--- config.mk ---
export PLATFORM = sky130hd
export DESIGN_NAME = edge_trigger_counter_flat
export DESIGN_NICKNAME = d
export VERILOG_FILES = /design/src/rtl/edge_trig_pkg.sv /design/src/rtl/edge_trigger_counter_if.sv /design/src/rtl/edge_trigger_counter_edge_detect.sv /design/src/rtl/edge_trigger_counter.sv /design/src/flat_wrapper.sv
export SDC_FILE = /design/constraint.sdc
export NUM_CORES = 1
export LEC_CHECK = 0
export ABC_AREA = 1
export CAP_MARGIN = 30
export CORE_AREA = 2 2 91 93
export CTS_CLUSTER_DIAMETER = 200
export DETAILED_ROUTE_END_ITERATION = 10
export DIE_AREA = 0 0 93 95
export GPL_ROUTABILITY_DRIVEN = 1
export PLACE_DENSITY = 0.79
export SYNTH_ARGS = -nofsm -noshare
export SYNTH_HDL_FRONTEND = slang
export SYNTH_SLANG_ARGS = --single-unit
--- constraint.sdc ---
create_clock -name rdclk -period 5.6 [get_ports rdclk]
set_clock_uncertainty 0.1 [all_clocks]
set_input_delay 0.56 -clock rdclk [delete_from_list [all_inputs] [get_ports rdclk]]
set_output_delay 0.56 -clock rdclk [all_outputs]
set_load 0.005 [all_outputs]
--- src/rtl/edge_trig_pkg.sv ---
// Shared types for the edge trigger counter: FSM states, edge-mode codes
// and the helper that turns a rise/fall pair into a qualifying edge.
package edge_trig_pkg;

  typedef enum logic [1:0] {
    ST_IDLE      = 2'd0,
    ST_ARMED     = 2'd1,
    ST_TRIGGERED = 2'd2
  } state_t;

  localparam logic [1:0] MODE_RISE = 2'b00;
  localparam logic [1:0] MODE_FALL = 2'b01;
  localparam logic [1:0] MODE_BOTH = 2'b10;

  // The reserved code 2'b11 behaves like MODE_BOTH.
  function automatic logic edge_hit(input logic [1:0] mode,
                                    input logic rise,
                                    input logic fall);
    case (mode)
      MODE_RISE: return rise;
      MODE_FALL: return fall;
      default:   return rise | fall;
    endcase
  endfunction

endpackage

--- src/rtl/edge_trigger_counter_if.sv ---
// Control/status bundle of the edge trigger counter.
// arm and disarm are single-cycle strobes sampled on every rdclk edge (no
// handshake: a high level is a request that cycle, and disarm beats arm);
// armed/trig/trig_pulse/count are registered status, valid every cycle.
interface edge_trigger_counter_if #(
  parameter int CH = 8,
  parameter int CW = 16
);
  localparam int SW = $clog2(CH);

  logic          en;
  logic [CH-1:0] din;
  logic [SW-1:0] ch_sel;
  logic [1:0]    mode;
  logic [CW-1:0] threshold;
  logic          arm;
  logic          disarm;
  logic          armed;
  logic          trig;
  logic          trig_pulse;
  logic [CW-1:0] count;

  modport master (
    output en, din, ch_sel, mode, threshold, arm, disarm,
    input  armed, trig, trig_pulse, count
  );

  modport slave (
    input  en, din, ch_sel, mode, threshold, arm, disarm,
    output armed, trig, trig_pulse, count
  );

endinterface

--- src/rtl/edge_trigger_counter_edge_detect.sv ---
// Per-channel edge front end: two-flop synchronizer followed by a history
// register that only advances on enabled samples (or when a capture is armed,
// so the new capture starts from the current level instead of stale history).
module edge_detect #(
  parameter int CH = 8
) (
  input  logic          rdclk,
  input  logic          nreset,
  input  logic          en_i,
  input  logic          load_i,
  input  logic [CH-1:0] din_i,
  output logic [CH-1:0] rise_o,
  output logic [CH-1:0] fall_o
);

  logic [CH-1:0] s1_q;
  logic [CH-1:0] s2_q;
  logic [CH-1:0] prev_q;

  // Synchronizer runs every cycle regardless of en.
  always_ff @(posedge rdclk) begin
    if (!nreset) begin
      s1_q <= '0;
      s2_q <= '0;
    end else begin
      s1_q <= din_i;
      s2_q <= s1_q;
    end
  end

  // History advances on enabled samples and on arm.
  always_ff @(posedge rdclk) begin
    if (!nreset) begin
      prev_q <= '0;
    end else if (en_i || load_i) begin
      prev_q <= s2_q;
    end
  end

  assign rise_o = s2_q & ~prev_q;
  assign fall_o = ~s2_q & prev_q;

endmodule

--- src/rtl/edge_trigger_counter.sv ---
// Edge trigger counter: counts qualifying edges on one latched channel after
// arm and fires a trigger when the count reaches the latched threshold.
module edge_trigger_counter
  import edge_trig_pkg::*;
#(
  parameter int CH = 8,
  parameter int CW = 16
) (
  input  logic                  rdclk,
  input  logic                  nreset,
  edge_trigger_counter_if.slave bus,
  output state_t                dbg_state_o
);

  localparam int SW = $clog2(CH);

  state_t        state_q;
  logic [CW-1:0] count_q;
  logic [CW-1:0] thr_q;
  logic [SW-1:0] ch_q;
  logic [1:0]    mode_q;
  logic          armed_q;
  logic          trig_q;
  logic          pulse_q;

  logic [CH-1:0] rise;
  logic [CH-1:0] fall;
  logic          load;
  logic          qual;
  logic [CW-1:0] count_inc;
  logic [SW-1:0] ch_d;

  // disarm wins over arm, so only a clean arm reloads the edge history.
  assign load      = bus.arm & ~bus.disarm;
  // Out-of-range channel selects fall back to channel 0.
  assign ch_d      = (int'(bus.ch_sel) < CH) ? bus.ch_sel : '0;
  assign qual      = bus.en & edge_hit(mode_q, rise[ch_q], fall[ch_q]);
  assign count_inc = count_q + CW'(1);

  edge_detect #(.CH(CH)) u_edge_detect (
    .rdclk  (rdclk),
    .nreset (nreset),
    .en_i   (bus.en),
    .load_i (load),
    .din_i  (bus.din),
    .rise_o (rise),
    .fall_o (fall)
  );

  // Capture FSM with edge counter, latched config and registered outputs.
  always_ff @(posedge rdclk) begin
    if (!nreset) begin
      state_q <= ST_IDLE;
      count_q <= '0;
      thr_q   <= '0;
      ch_q    <= '0;
      mode_q  <= '0;
      armed_q <= 1'b0;
      trig_q  <= 1'b0;
      pulse_q <= 1'b0;
    end else begin
      pulse_q <= 1'b0;
      if (bus.disarm) begin
        state_q <= ST_IDLE;
        count_q <= '0;
        armed_q <= 1'b0;
        trig_q  <= 1'b0;
      end else if (bus.arm) begin
        state_q <= ST_ARMED;
        count_q <= '0;
        thr_q   <= bus.threshold;
        ch_q    <= ch_d;
        mode_q  <= bus.mode;
        armed_q <= 1'b1;
        trig_q  <= 1'b0;
      end else begin
        case (state_q)
          ST_ARMED: begin
            if (thr_q == '0) begin
              // Zero threshold fires on the first armed cycle.
              state_q <= ST_TRIGGERED;
              armed_q <= 1'b0;
              trig_q  <= 1'b1;
              pulse_q <= 1'b1;
            end else if (qual && (count_q != thr_q)) begin
              count_q <= count_inc;
              if (count_inc == thr_q) begin
                state_q <= ST_TRIGGERED;
                armed_q <= 1'b0;
                trig_q  <= 1'b1;
                pulse_q <= 1'b1;
              end
            end
          end
          ST_TRIGGERED: begin
            state_q <= ST_TRIGGERED;
          end
          ST_IDLE: begin
            state_q <= ST_IDLE;
          end
          default: begin
            state_q <= ST_IDLE;
            count_q <= '0;
            armed_q <= 1'b0;
            trig_q  <= 1'b0;
          end
        endcase
      end
    end
  end

  assign bus.armed      = armed_q;
  assign bus.trig       = trig_q;
  assign bus.trig_pulse = pulse_q;
  assign bus.count      = count_q;
  assign dbg_state_o    = state_q;

endmodule

--- src/flat_wrapper.sv ---
// flat-port wrapper written by rule: the top's interface ports become plain ports
module edge_trigger_counter_flat import edge_trig_pkg::*;
#(
  parameter int CH = 8,
  parameter int CW = 16
)
  (rdclk, nreset, dbg_state_o, bus_en, bus_din, bus_ch_sel, bus_mode, bus_threshold, bus_arm, bus_disarm, bus_armed, bus_trig, bus_trig_pulse, bus_count);
  edge_trigger_counter_if #(.CH(CH), .CW(CW)) bus_i ();
  input  logic rdclk;
  input  logic nreset;
  output state_t dbg_state_o;
  input wire logic [$bits(bus_i.en)-1:0] bus_en;
  input wire logic [$bits(bus_i.din)-1:0] bus_din;
  input wire logic [$bits(bus_i.ch_sel)-1:0] bus_ch_sel;
  input wire logic [$bits(bus_i.mode)-1:0] bus_mode;
  input wire logic [$bits(bus_i.threshold)-1:0] bus_threshold;
  input wire logic [$bits(bus_i.arm)-1:0] bus_arm;
  input wire logic [$bits(bus_i.disarm)-1:0] bus_disarm;
  output wire logic [$bits(bus_i.armed)-1:0] bus_armed;
  output wire logic [$bits(bus_i.trig)-1:0] bus_trig;
  output wire logic [$bits(bus_i.trig_pulse)-1:0] bus_trig_pulse;
  output wire logic [$bits(bus_i.count)-1:0] bus_count;
  assign bus_i.en = bus_en;
  assign bus_i.din = bus_din;
  assign bus_i.ch_sel = bus_ch_sel;
  assign bus_i.mode = bus_mode;
  assign bus_i.threshold = bus_threshold;
  assign bus_i.arm = bus_arm;
  assign bus_i.disarm = bus_disarm;
  assign bus_armed = bus_i.armed;
  assign bus_trig = bus_i.trig;
  assign bus_trig_pulse = bus_i.trig_pulse;
  assign bus_count = bus_i.count;
  edge_trigger_counter #(.CH(CH), .CW(CW)) u_core (.rdclk(rdclk), .nreset(nreset), .bus(bus_i), .dbg_state_o(dbg_state_o));
endmodule
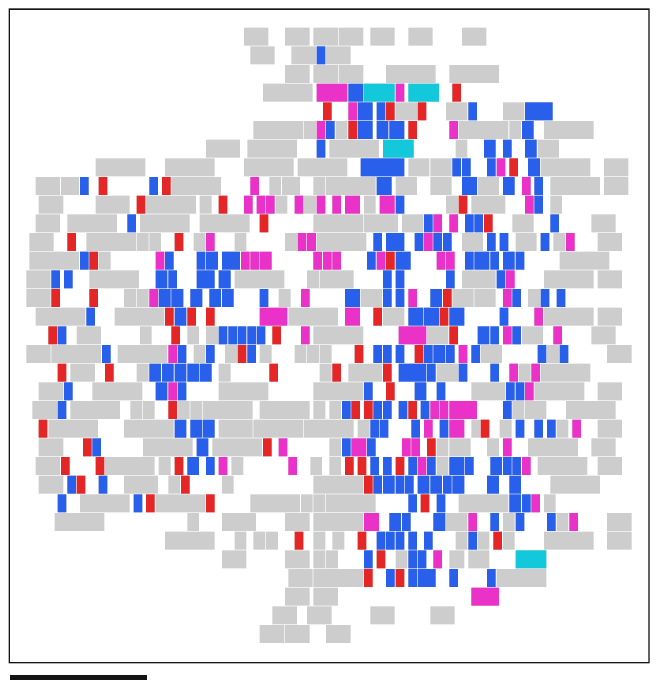
Fig. 1. Gate families picked out (run 1).
Scale bar: 20 microns.
Red shows inverters, cells 66, most used inv_1. Magenta shows NOR gates, cells 73, most used nor2_1. Blue shows NAND gates, cells 191, most used nand2_1. Cyan shows adder and majority cells, cells 4, most used ha_1.
Commonest Layout Cell: nand2_1
logic share of the area: 0.429
Final Non-Filler Cells: 674

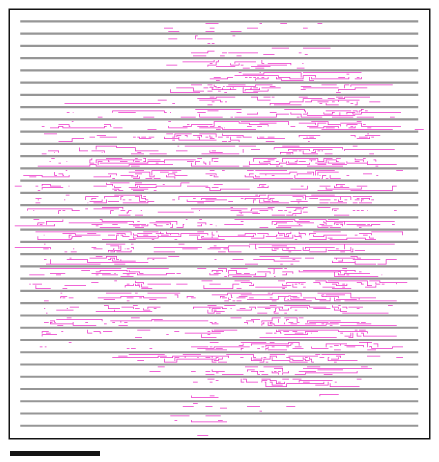
Fig. 2. Signal wires on met1 (run 1).
Scale bar: 20 microns. Supply wires on this layer in grey.
548 nets have wire on it. The layer carries 3400 microns of wire. The wires run mostly horizontal.
met1 Use GR: 0.211
vias: 3313
final wirelength: 7860 microns

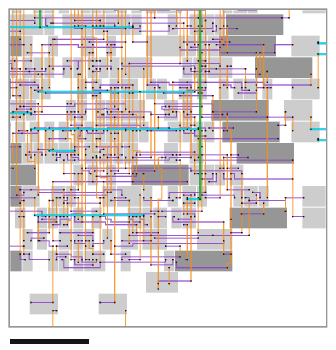
Fig. 3. A small window of the routed layout (run 1).
Scale bar: 10 microns. Region (50, 4) to (90, 44) microns. Cells in grey, sequential cells in the stronger grey; small squares are vias.
Orange shows metal 2. Purple shows metal 1. Green shows metal 4. Cyan shows metal 3.
Sequential cells in the window: 9. 144 logic cells have their middle in the window. Most frequent: nand2_1 (51), inv_1 (16), nor2_1 (16). Netlist names of flops here include u_core.bus.count (9).

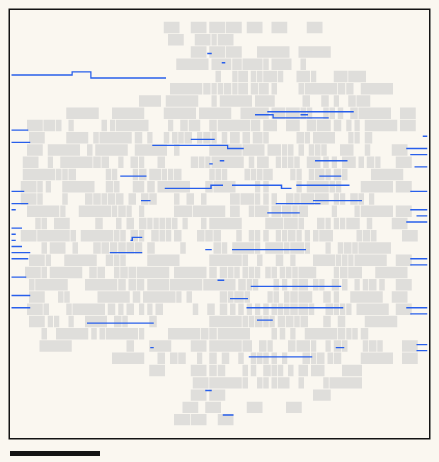
Fig. 4. Met3 routing (run 1).
Scale bar: 20 microns. Cells faint in the background.
The wires run mostly horizontal. 53 nets have wire on it.
grt met3 use: 0.0447

==> metrics.cfg, run 1 <==
[worst_setup_path]
endpoint=u_core.bus.armed
crit_top_cell=nand2_1
cp-end-kind=flip-flop
r2r_slack_ns=3.18

[sta]
hold_violations=0
worst_slew_pin_slew_ns=0.841
rsz0062_at_grt=false
finalCritPeriodShare=0.432

[cells_and_area]
buf_share=0.129
clock_buffers=12
fin_util=0.534
logic_gates=367
seqCellArea_sq_mm=0.00132

[logic_synthesis]
synthSimpleGateAreaFrac=0.339
ys_sh_aoi=0.113
synth_nets=555
postSynthSeqShare=0.380
mux_share=0

[floorplanning]
tap_cells=105
die_h_microns=95
rows=33
fp_util=0.438

[place]
finalWeightedCongestion=0.904
io_buffers=54

[clocking]
cts_buffers=9
htree_levels=3
cts_setup_buffers=0
clk_latency_ns=0.34

[outcome]
outcome=finished clean

[route]
drtIter0Drc=126
routedWlPerCell_microns=11.7
viasPerCell=4.92

[power]
power_uw=989
swShare=0.261

[run]
cap_violations=0

[min_path]
whs_endpoint=u_core.u_edge_detect.s2_q[7]
min_from=u_core.u_edge_detect.s1_q[7]

[grt]
grt_use_met2=0.330

Fig. 5: run 1, track usage over the die
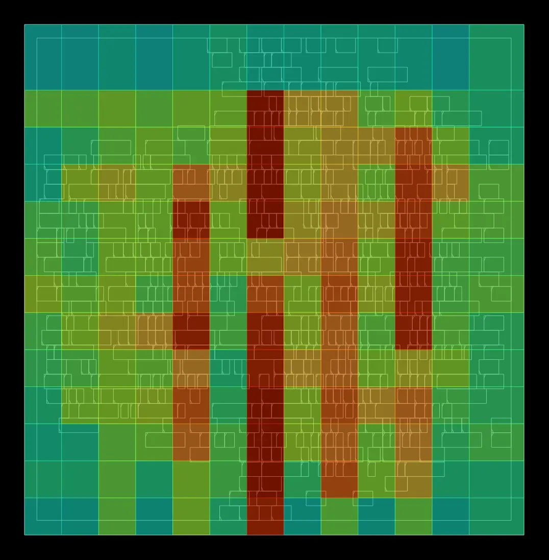

## Run 2: what changed since run 1
--- a/config.mk
+++ b/config.mk
@@ -12,7 +12,7 @@
 export DETAILED_ROUTE_END_ITERATION = 10
 export DIE_AREA = 0 0 93 95
 export GPL_ROUTABILITY_DRIVEN = 1
-export PLACE_DENSITY = 0.79
+export PLACE_DENSITY = 0.82
 export SYNTH_ARGS = -nofsm -noshare
 export SYNTH_HDL_FRONTEND = slang
 export SYNTH_SLANG_ARGS = --single-unit
==> constraint.sdc (replaced) <==
create_clock -name rdclk -period 2.2 [get_ports rdclk]
set_clock_uncertainty 0.1 [all_clocks]
set_input_delay 0.22 -clock rdclk [delete_from_list [all_inputs] [get_ports rdclk]]
set_output_delay 0.22 -clock rdclk [all_outputs]
set_load 0.005 [all_outputs]
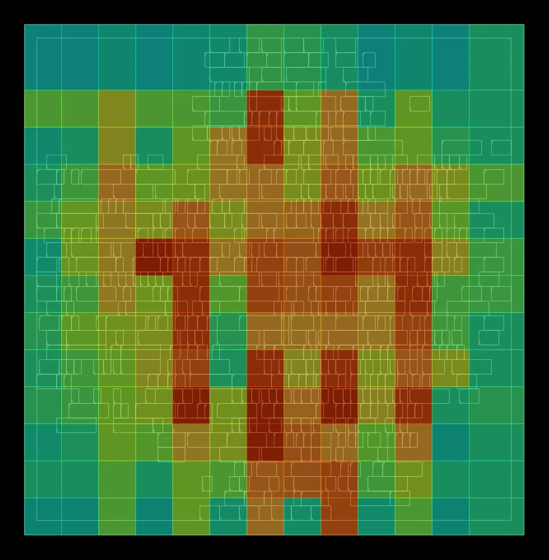
Fig. 6. Track usage over the die (run 2).
met2 usage: 0.357
grt met3 use: 0.0527
utilization after layout: 0.553
grt peak-use layer: met2

==> run 2 against run 1 <==
Highest routed layer unchanged. Via count grew 3.2%. Wire length grew 5.5%. Register-to-register slack got worse by 3.0 ns. Global-route usage up 1.2 points. Clock power increased to 2.9 times the previous value. Critical path depth grew 2. Critical path type unchanged. Count of clock-buffer cells in the layout decreased by 2. Hold slack worse by 0.017 ns. Sequential power rose to 2.5 times the previous value. Synthesized cell count unchanged. Cell count rose by 1.9%. Setup slack worse by 3.0 ns.
==> metrics.cfg, run 2 <==
[cells_and_area]
largest_class=multi-input combinational cells
comb_area_sq_mm=0.00184
fin_nets=616
seqCellArea_sq_mm=0.00133  ; +0.57%
clock_buffers=10  ; -2
combAreaFraction=0.421  ; -0.00817
buf_share=0.146  ; +0.0162
mostFrequentLayoutCell=nand2_1
area_growth_pct=26.1
logic_gates=368  ; +0.27%
stdcell_count=687  ; +1.9%
drive_above_1_share=0.101

[grt]
grt_max_degree=44

[logic_synthesis]
synth_nets=555  ; unchanged
mux_share=0  ; unchanged
synthSimpleGateAreaFrac=0.339  ; unchanged
postSynthSeqShare=0.380  ; unchanged
yosysTopAreaCell=dfxtp_1
ys_sh_aoi=0.113  ; unchanged
synth_cells=517

[floorplanning]
fp_util=0.438  ; unchanged
tap_cells=105  ; unchanged
die_h_microns=95  ; unchanged
rows=33  ; unchanged

[worst_setup_path]
r2r_slack_ns=0.13  ; -3.05 ns
endpoint=u_core.bus.armed
cp-end-kind=flip-flop
crit_top_cell=nand2_1
max_stage_delay_ns=0.35

[route]
routedWlPerCell_microns=12.1  ; +3.5%
drtIter0Drc=138  ; +9.5%
viasPerCell=4.98  ; +1.2%

[sta]
hold_violations=0  ; unchanged
worst_slew_pin_slew_ns=0.529  ; -0.312 ns
finalCritPeriodShare=0.941  ; +0.509
rsz0062_at_grt=true

[min_path]
min_path_type=in -> reg
whs_endpoint=u_core.u_edge_detect.s1_q[4]

[place]
finalWeightedCongestion=0.913  ; +1.0%
io_buffers=54  ; unchanged
dp_slack_ns=0.0287

[clocking]
cts_setup_buffers=0  ; unchanged
clk_latency_ns=0.35  ; about the same
htree_levels=3  ; unchanged

[power]
powerDensity_mw_per_mm2=609
swShare=0.269  ; +0.00825

[outcome]
outcome=finished clean

[run]
cap_violations=0  ; unchanged

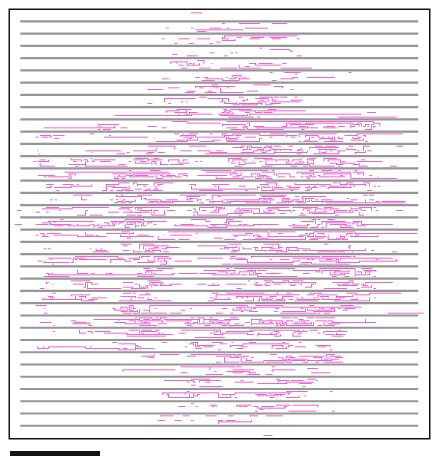
Fig. 7. Signal wires on met1 (run 2).
Scale bar: 20 microns. Supply wires on this layer in grey.
The longest straight run is 32.7 microns. 559 nets have wire on it.
met1 Use GR: 0.219
vias: 3418
final wirelength: 8290 microns

## Run 3: what changed since run 2
--- a/config.mk
+++ b/config.mk
@@ -12,6 +12,7 @@
 export DETAILED_ROUTE_END_ITERATION = 10
 export DIE_AREA = 0 0 93 95
 export GPL_ROUTABILITY_DRIVEN = 1
+export HOLD_SLACK_MARGIN = 0.02
 export PLACE_DENSITY = 0.82
 export SYNTH_ARGS = -nofsm -noshare
 export SYNTH_HDL_FRONTEND = slang
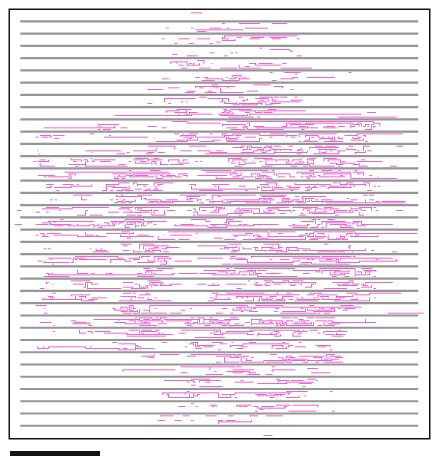
Fig. 8. Signal wires on met1 (run 3).
Scale bar: 20 microns. Supply wires on this layer in grey.
The layer holds 43% of the routed length. The layer carries 3590 microns of wire. The wires run mostly horizontal. The longest straight run is 32.7 microns. 559 nets have wire on it.

==> run 3 against run 2 <==
Via count unchanged. Sequential share of layout area stayed put. Clock power hardly changed. Largest power group unchanged. Count of clock-buffer cells in the layout unchanged. Combinational power hardly changed. Largest cell class unchanged. Flip-flop count unchanged. Die area unchanged. Critical path type unchanged.
==> metrics.cfg, run 3 <==
[outcome]
outcome=finished clean

[floorplanning]
tap_cells=105  ; unchanged
fp_util=0.438  ; unchanged
die_h_microns=95  ; unchanged
rows=33  ; unchanged

[sta]
fin_crit_ns=2.07
finalCritPeriodShare=0.941  ; unchanged
rsz0062_at_grt=true
whs_ns=0.292
worst_slew_pin_slew_ns=0.529  ; unchanged
hold_violations=0  ; unchanged

[power]
swShare=0.269  ; unchanged
powerDensity_mw_per_mm2=609  ; unchanged
p_comb_uw=354

[cells_and_area]
mostFrequentLayoutCell=nand2_1
combAreaFraction=0.421  ; unchanged
final_cell_area_sq_mm=0.00438
drive_above_1_share=0.101  ; unchanged
buf_share=0.146  ; unchanged
fin_nets=616  ; unchanged
seq_share=0.303
clock_buffers=10  ; unchanged
logic_gates=368  ; unchanged
comb_area_sq_mm=0.00184  ; unchanged
seqCellArea_sq_mm=0.00133  ; unchanged
largest_class=multi-input combinational cells
fin_util=0.553  ; unchanged
area_growth_pct=26.1  ; unchanged
stdcell_count=687  ; unchanged

[logic_synthesis]
postSynthSeqShare=0.380  ; unchanged
yosysCellCount=517
synth_nets=555  ; unchanged
synthSimpleGateAreaFrac=0.339  ; unchanged
ys_sh_aoi=0.113  ; unchanged
yosysTopAreaCell=dfxtp_1
synth_cells=517  ; unchanged
synth.distinct_cells=30
mux_share=0  ; unchanged

[route]
routedWlPerCell_microns=12.1  ; unchanged
vias=3418  ; unchanged
drtIter0Drc=138  ; unchanged
wirelength_microns=8290  ; unchanged
viasPerCell=4.98  ; unchanged

[min_path]
min_path_type=in -> reg
whs_endpoint=u_core.u_edge_detect.s1_q[4]

[place]
dp_slack_ns=0.0287  ; unchanged
io_buffers=54  ; unchanged
finalWeightedCongestion=0.913  ; unchanged

[worst_setup_path]
r2r_start=u_core.bus.count[1]
crit_top_cell=nand2_1
r2r_slack_ns=0.13  ; about the same
max_stage_delay_ns=0.35  ; about the same
crit_chain=buf_4 -> nand2_1 -> nor2_4 -> nand2_4 -> nor2_4 -> nand2_2 -> nand2_1 -> nand2_1 -> nor2_1 -> nand2_1 -> nor2_2 -> nand2_2 -> nand2_2 -> nand2_2 -> nand2_1 -> a21oi_1
cp-end-kind=flip-flop
endpoint=u_core.bus.armed
reg2reg_depth=16

[grt]
busiest_layer=met2
grt_util_met3=0.0527  ; unchanged
grt_util_met1=0.219  ; unchanged
grt_use_met2=0.357  ; unchanged
grt_max_degree=44  ; unchanged

[clocking]
clk_latency_ns=0.35  ; about the same
ctsHoldBuffers=0
cts_setup_buffers=0  ; unchanged
htree_levels=3  ; unchanged

[run]
cap_violations=0  ; unchanged

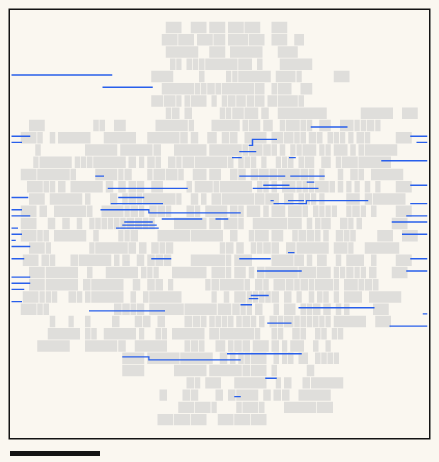
Fig. 9. Met3 routing (run 3).
Scale bar: 20 microns. Cells faint in the background.
The layer carries 427 microns of wire. The wires run mostly horizontal. 51 nets have wire on it. The longest straight run is 22.1 microns.

Power figures rest on the tool's default switching activity, not on a simulated workload.
